==> config.mk <==
export PLATFORM = sky130hd
export DESIGN_NAME = feature_map_loader_axis
export DESIGN_NICKNAME = d
export VERILOG_FILES = /design/src/rtl/cnn_stream_pkg.sv /design/src/rtl/sync_fifo.sv /design/src/rtl/feature_map_loader_axis.sv
export SDC_FILE = /design/constraint.sdc
export NUM_CORES = 1
export LEC_CHECK = 0
export ABC_AREA = 1
export CORE_UTILIZATION = 56
export CTS_BUF_LIST = sky130_fd_sc_hd__clkbuf_16
export CTS_CLUSTER_DIAMETER = 30
export DETAILED_ROUTE_END_ITERATION = 12
export PLACE_DENSITY = 0.79
export SYNTH_ARGS = -nofsm -noshare
export SYNTH_HDL_FRONTEND = slang
export SYNTH_SLANG_ARGS = --single-unit
==> constraint.sdc <==
create_clock -name clk -period 6 [get_ports clk]
set_input_delay 0.9 -clock clk [delete_from_list [all_inputs] [get_ports clk]]
set_output_delay 0.9 -clock clk [all_outputs]
set_load 0.005 [all_outputs]
==> src/rtl/cnn_stream_pkg.sv <==
// Shared constants and FSM encoding for the CNN feature-map stream blocks.
// Imported by the loader top and anything else sitting on the pixel stream.
package cnn_stream_pkg;

    localparam int AXIS_DATA_WIDTH = 64;
    localparam int NUM_CHANNELS    = 8;
    localparam int DATA_WIDTH      = 8;
    localparam int PIX_CNT_WIDTH   = 20;
    localparam int FIFO_DEPTH      = 4;

    typedef enum logic [1:0] {
        IDLE  = 2'd0,
        RECV  = 2'd1,
        DRAIN = 2'd2,
        DONE  = 2'd3
    } state_e;

endpackage

==> src/rtl/sync_fifo.sv <==
// Small synchronous FIFO with registered storage and full/empty flags.
// Head entry is presented combinationally from storage; push-when-full and pop-when-empty are dropped.
module sync_fifo #(
    parameter int WIDTH = 84,
    parameter int DEPTH = 4
) (
    input  logic             clk,
    input  logic             rst,
    input  logic             push_i,
    input  logic [WIDTH-1:0] wdata_i,
    input  logic             pop_i,
    output logic [WIDTH-1:0] rdata_o,
    output logic             full_o,
    output logic             empty_o
);

    localparam int AW = $clog2(DEPTH);
    localparam int CW = AW + 1;

    logic [WIDTH-1:0] mem_q [DEPTH];
    logic [AW-1:0]    wr_ptr_q, wr_ptr_d;
    logic [AW-1:0]    rd_ptr_q, rd_ptr_d;
    logic [CW-1:0]    count_q, count_d;
    logic             do_push;
    logic             do_pop;

    assign full_o  = (count_q == CW'(DEPTH));
    assign empty_o = (count_q == '0);
    assign do_push = push_i && !full_o;
    assign do_pop  = pop_i && !empty_o;
    assign rdata_o = mem_q[rd_ptr_q];

    always_comb begin
        wr_ptr_d = wr_ptr_q;
        rd_ptr_d = rd_ptr_q;
        count_d  = count_q;
        if (do_push) begin
            wr_ptr_d = wr_ptr_q + AW'(1);
        end
        if (do_pop) begin
            rd_ptr_d = rd_ptr_q + AW'(1);
        end
        count_d = count_q + CW'(do_push) - CW'(do_pop);
    end

    always_ff @(posedge clk) begin
        if (rst) begin
            wr_ptr_q <= '0;
            rd_ptr_q <= '0;
            count_q  <= '0;
        end else begin
            wr_ptr_q <= wr_ptr_d;
            rd_ptr_q <= rd_ptr_d;
            count_q  <= count_d;
        end
    end

    // Storage needs no reset: nothing reads an entry before it is written.
    always_ff @(posedge clk) begin
        if (do_push) begin
            mem_q[wr_ptr_q] <= wdata_i;
        end
    end

endmodule

==> src/rtl/feature_map_loader_axis.sv <==
// AXI-Stream receiver for packed 8-channel feature maps with frame-length checking.
// Pixels are masked by tkeep, tagged with their index and buffered for a valid/ready consumer.
module feature_map_loader_axis #(
    parameter int AXIS_DATA_WIDTH = cnn_stream_pkg::AXIS_DATA_WIDTH,
    parameter int NUM_CHANNELS    = cnn_stream_pkg::NUM_CHANNELS,
    parameter int DATA_WIDTH      = cnn_stream_pkg::DATA_WIDTH,
    parameter int FIFO_DEPTH      = cnn_stream_pkg::FIFO_DEPTH,
    parameter int PIX_CNT_WIDTH   = cnn_stream_pkg::PIX_CNT_WIDTH
) (
    input  logic                         clk,
    input  logic                         rst,
    input  logic                         i_start,
    input  logic [PIX_CNT_WIDTH-1:0]     i_total_pixels,
    input  logic                         s_axis_tvalid,
    output logic                         s_axis_tready,
    input  logic [AXIS_DATA_WIDTH-1:0]   s_axis_tdata,
    input  logic [AXIS_DATA_WIDTH/8-1:0] s_axis_tkeep,
    input  logic                         s_axis_tlast,
    output logic                         o_valid,
    input  logic                         i_ready,
    output logic [AXIS_DATA_WIDTH-1:0]   o_data,
    output logic [PIX_CNT_WIDTH-1:0]     o_pixel_index,
    output logic                         o_busy,
    output logic                         o_frame_done,
    output logic                         o_err_early_last,
    output logic                         o_err_missing_last,
    output logic                         o_err_keep
);

    import cnn_stream_pkg::*;

    localparam int ENTRY_W  = AXIS_DATA_WIDTH + PIX_CNT_WIDTH;
    localparam int CH_BYTES = DATA_WIDTH / 8;

    state_e                     state_q, state_d;
    logic [PIX_CNT_WIDTH-1:0]   total_q, total_d;
    logic [PIX_CNT_WIDTH-1:0]   cnt_q, cnt_d;
    logic                       err_early_q, err_early_d;
    logic                       err_miss_q, err_miss_d;
    logic                       err_keep_q, err_keep_d;

    logic                       fifo_push;
    logic                       fifo_pop;
    logic                       fifo_full;
    logic                       fifo_empty;
    logic [ENTRY_W-1:0]         fifo_wdata;
    logic [ENTRY_W-1:0]         fifo_rdata;
    logic [AXIS_DATA_WIDTH-1:0] data_m;
    logic                       accept;
    logic                       last_idx;

    // Ready depends only on registered state and fill level, never on the consumer.
    assign s_axis_tready = (state_q == RECV) && !fifo_full;
    assign accept        = s_axis_tvalid && s_axis_tready;
    assign last_idx      = (cnt_q == total_q - PIX_CNT_WIDTH'(1));

    always_comb begin
        data_m = '0;
        for (int k = 0; k < NUM_CHANNELS; k++) begin
            data_m[k*DATA_WIDTH +: DATA_WIDTH] =
                s_axis_tdata[k*DATA_WIDTH +: DATA_WIDTH] &
                {DATA_WIDTH{&s_axis_tkeep[k*CH_BYTES +: CH_BYTES]}};
        end
    end

    assign fifo_wdata = {cnt_q, data_m};

    always_comb begin
        state_d     = state_q;
        total_d     = total_q;
        cnt_d       = cnt_q;
        err_early_d = err_early_q;
        err_miss_d  = err_miss_q;
        err_keep_d  = err_keep_q;
        fifo_push   = 1'b0;
        unique case (state_q)
            IDLE: begin
                if (i_start) begin
                    total_d     = i_total_pixels;
                    cnt_d       = '0;
                    err_early_d = 1'b0;
                    err_miss_d  = 1'b0;
                    err_keep_d  = 1'b0;
                    state_d     = (i_total_pixels == '0) ? DONE : RECV;
                end
            end
            RECV: begin
                if (accept) begin
                    fifo_push = 1'b1;
                    cnt_d     = cnt_q + PIX_CNT_WIDTH'(1);
                    if (s_axis_tkeep != '1) begin
                        err_keep_d = 1'b1;
                    end
                    if (s_axis_tlast && !last_idx) begin
                        err_early_d = 1'b1;
                    end
                    if (!s_axis_tlast && last_idx) begin
                        err_miss_d = 1'b1;
                    end
                    if (s_axis_tlast || last_idx) begin
                        state_d = DRAIN;
                    end
                end
            end
            DRAIN: begin
                if (fifo_empty) begin
                    state_d = DONE;
                end
            end
            DONE: begin
                state_d = IDLE;
            end
            default: begin
                state_d = IDLE;
            end
        endcase
    end

    always_ff @(posedge clk) begin
        if (rst) begin
            state_q     <= IDLE;
            total_q     <= '0;
            cnt_q       <= '0;
            err_early_q <= 1'b0;
            err_miss_q  <= 1'b0;
            err_keep_q  <= 1'b0;
        end else begin
            state_q     <= state_d;
            total_q     <= total_d;
            cnt_q       <= cnt_d;
            err_early_q <= err_early_d;
            err_miss_q  <= err_miss_d;
            err_keep_q  <= err_keep_d;
        end
    end

    sync_fifo #(
        .WIDTH (ENTRY_W),
        .DEPTH (FIFO_DEPTH)
    ) u_fifo (
        .clk     (clk),
        .rst     (rst),
        .push_i  (fifo_push),
        .wdata_i (fifo_wdata),
        .pop_i   (fifo_pop),
        .rdata_o (fifo_rdata),
        .full_o  (fifo_full),
        .empty_o (fifo_empty)
    );

    // Head of the FIFO is the output register; gate it so idle outputs read zero.
    assign o_valid       = !fifo_empty;
    assign fifo_pop      = o_valid && i_ready;
    assign o_data        = o_valid ? fifo_rdata[AXIS_DATA_WIDTH-1:0] : '0;
    assign o_pixel_index = o_valid ? fifo_rdata[ENTRY_W-1:AXIS_DATA_WIDTH] : '0;

    assign o_busy             = (state_q != IDLE);
    assign o_frame_done       = (state_q == DONE);
    assign o_err_early_last   = err_early_q;
    assign o_err_missing_last = err_miss_q;
    assign o_err_keep         = err_keep_q;

endmodule

**Signal wires on met3**

Drawn at 1.5 px/µm. Cells faint in the background.
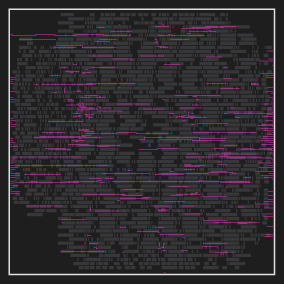
nets with wire on the layer: 215
longest straight run: 92.0 µm
main direction: horizontal
wire length on this layer: 2920 µm

==> impl_metrics.json <==
{
  "drt_pass1_iterations": 5,
  "nets": 1942,
  "timing.max_cap.violations": 0,
  "dieWidth_um": 175.9,
  "design_power_total_mw": 9.937,
  "powerComb_mw": 2.62,
  "filler_cell_count": 1960,
  "flip_flops_with_a_built_in_enable": 336,
  "yosys.area_share.simple": 0.1675,
  "post-synth-top-area-fraction": 0.5961,
  "antenna_cells_inserted": 2,
  "busiest_metal_layer_after_global_routing": "met2",
  "required_time_of_the_critical_path_ps": 5100,
  "path_class": "register to output port",
  "grt_first_pass_wirelength_um": 63590,
  "ys_cells": 1646,
  "yosysTopAreaCell": "sky130_fd_sc_hd__edfxtp_1",
  "post_synth_inst_count": 1646,
  "worst-r2r-cell-count": 5,
  "clk-power_mw": 3.99,
  "share_comb_of_total_power": 0.264,
  "area_used_by_sequential_logic_in_the_layout_um2": 11180,
  "log.warning_count": 32,
  "clock_power_share": 0.401,
  "muxShareOfSynthArea": 0,
  "number_of_buffers_created_by_cts": 69,
  "cp_num_buf_inv": 2,
  "dp_slack_ps": 2037,
  "timing.rr.start": "state_q[1]$_SDFFE_PP0P_",
  "place.detailed.instances": 2150,
  "dominantRegCellSynth": "sky130_fd_sc_hd__edfxtp_1",
  "synthesis.area_um2": 16920,
  "inverters_excl_clock": 134,
  "crit_path_top_delay_cell": "sky130_fd_sc_hd__dfxtp_4",
  "worst_setup_path_start_kind": "register",
  "share_of_synthesized_cell_area_in_and_or_and_or_and_compound_cells": 0.1021,
  "core_area_um2": 29720,
  "powerDensity_nw_per_um2": 461.2,
  "lay_top_cells": "sky130_fd_sc_hd__nor2_1, sky130_fd_sc_hd__edfxtp_1, sky130_fd_sc_hd__o21ai_0",
  "register_to_register_setup_slack_ps": 2540,
  "gr-usage-met1": 0.3319,
  "final.setup.tns_ps": 0,
  "maxPowerGroup": "the clock network",
  "min_period_over_period": 0.7685,
  "clk_pin_slew_ps": 50,
  "most_flops_register": "u_fifo.mem_q",
  "sh_comb_area": 0.2294,
  "hold_path_class": "register to register",
  "clkCellAreaFrac": 0.1114,
  "area_growth_pct": 27.30,
  "peakVddDrop_v": 0.0002746,
  "ys_chip_area_um2": 16920,
  "critPathTopFamily": "buffers and inverters",
  "final-comb-area_um2": 4943,
  "report.final.hold_viol_count": 0,
  "result_of_the_run": "finished, final reports clean",
  "crit_path_frequent_cell": "sky130_fd_sc_hd__nor2_1",
  "topCombFamilyByArea": "simple AND/OR/NAND/NOR gates",
  "largest_reg_flops": 336,
  "regToRegEndpoint": "u_fifo.mem_q[2][46]$_DFFE_PP_",
  "logic_gates": 1034,
  "actual_slew_at_the_worst_max_slew_pin_ps": 1100,
  "n_tap_cell": 390,
  "hold_depth": 2,
  "grt.overflow.total": 0,
  "globalRouteMet2Util": 0.4536,
  "antenna_violating_nets_post_route": 0,
  "layout.area.top_class": "sequential cells",
  "detailroute.wirelength.met3_um": 2915,
  "worstSkewPairLatency_ps": 560,
  "grt.met3_usage": 0.04978,
  "route.top_layer_used": "met4",
  "top_layout_cell": "sky130_fd_sc_hd__nor2_1",
  "m1WireLength_um": 16510,
  "worstSetupEndpoint": "o_data[0]",
  "number_of_antenna_violations_at_the_first_check_in_global_routing": 2,
  "synth.cells.most_frequent": "sky130_fd_sc_hd__nor2_1, sky130_fd_sc_hd__edfxtp_1, sky130_fd_sc_hd__o21ai_0, sky130_fd_sc_hd__nand2_1",
  "worstPathCellList": "buf_4 -> nor2_1 -> nor2_1 -> o21ai_0 -> a21oi_1 -> clkdlybuf4s50_1",
  "ys_seq_elements": 390,
  "yosys_warnings": 0,
  "clock_sink_count": 390,
  "critical_path_peak_fanout": 88,
  "via_count_of_the_first_global_routing_pass": 12530,
  "setup-violations-final": 0,
  "clock_skew_ps": 24.94,
  "ctsRootBufferMaster": "sky130_fd_sc_hd__clkbuf_16",
  "clock_buffer_depth": 3,
  "post_drt_via_cell_ratio": 5.577,
  "hold_buffers": 0,
  "synthArstFlopShare": 0,
  "wl_met2_um": 20760,
  "yosysSeqAreaShare": 0.6600,
  "adder_cell_area_share_of_the_yosys_netlist": 0.01005,
  "crit_path_end_kind": "output port",
  "final_max_slew_viol_count": 0,
  "std_cell_rows": 63,
  "chipArea_um2": 30920,
  "layout-drive-gt1-share": 0.09511,
  "instance_count_on_the_critical_path": 6,
  "timing.fmax_mhz": 216.9,
  "syn_avg_cell_area_um2": 10.28,
  "clock_tree_from_tritoncts": "built",
  "layout.buffer.nonclock.area_share": 0.09396,
  "netlist_cell_types": 42,
  "netSwitchingFraction": 0.3029,
  "floorplan.nets": 1757,
  "grt_util_all_layers": 0.2649,
  "gpl.final_weighted_congestion": 0.8875,
  "post_cts.resized_instances": 0,
  "drt_iter0_markers": 1269,
  "io-pin-count": 189,
  "nonClockBufferCount": 202,
  "totalWireLength_um": 41160,
  "route.detailed.wl_per_inst_um": 18.10,
  "reg_top3": "u_fifo.mem_q (336), cnt_q (20), total_q (20)",
  "worst_path_arrival_time_ps": 3710,
  "design_internal_power_mw": 6.927,
  "cp_slowest_stage_delay_ps": 980,
  "route.detailed.drc": 0,
  "finish.cell_count_without_fillers": 2274,
  "grt_setup_unrepaired": "false",
  "cts_setup_buffers": 0,
  "p_seq_frac": 0.335,
  "period_minus_slack_ps": 4611,
  "detailed_place_hpwl_um": 22980,
  "die_height_um": 175.9,
  "fin_area_um2": 21550,
  "number_of_clock_buffers_in_the_layout": 72,
  "pg_seq_mw": 3.33,
  "switchingPower_mw": 3.010,
  "timing.hold.ws_ps": 457.8,
  "area_leaders": "sky130_fd_sc_hd__edfxtp_1, sky130_fd_sc_hd__nor2_1, sky130_fd_sc_hd__dfxtp_1, sky130_fd_sc_hd__o21ai_0, sky130_fd_sc_hd__a21oi_1",
  "hold_path_startpoint": "u_fifo.rd_ptr_q[1]$_SDFFE_PP0P_",
  "initial_utilization": 0.5695,
  "slew_limit_headroom": 0.2667,
  "yosys.area_share.xor_xnor": 0.01035
}
**Cell outlines without signal wires**

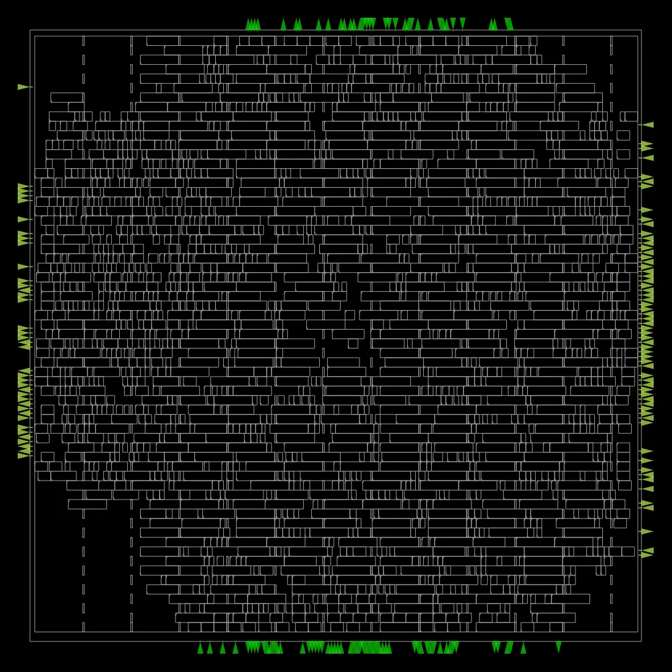
sequential cell area share: 0.5188
sequential cells: 390
post-layout utilization of the core: 0.7250

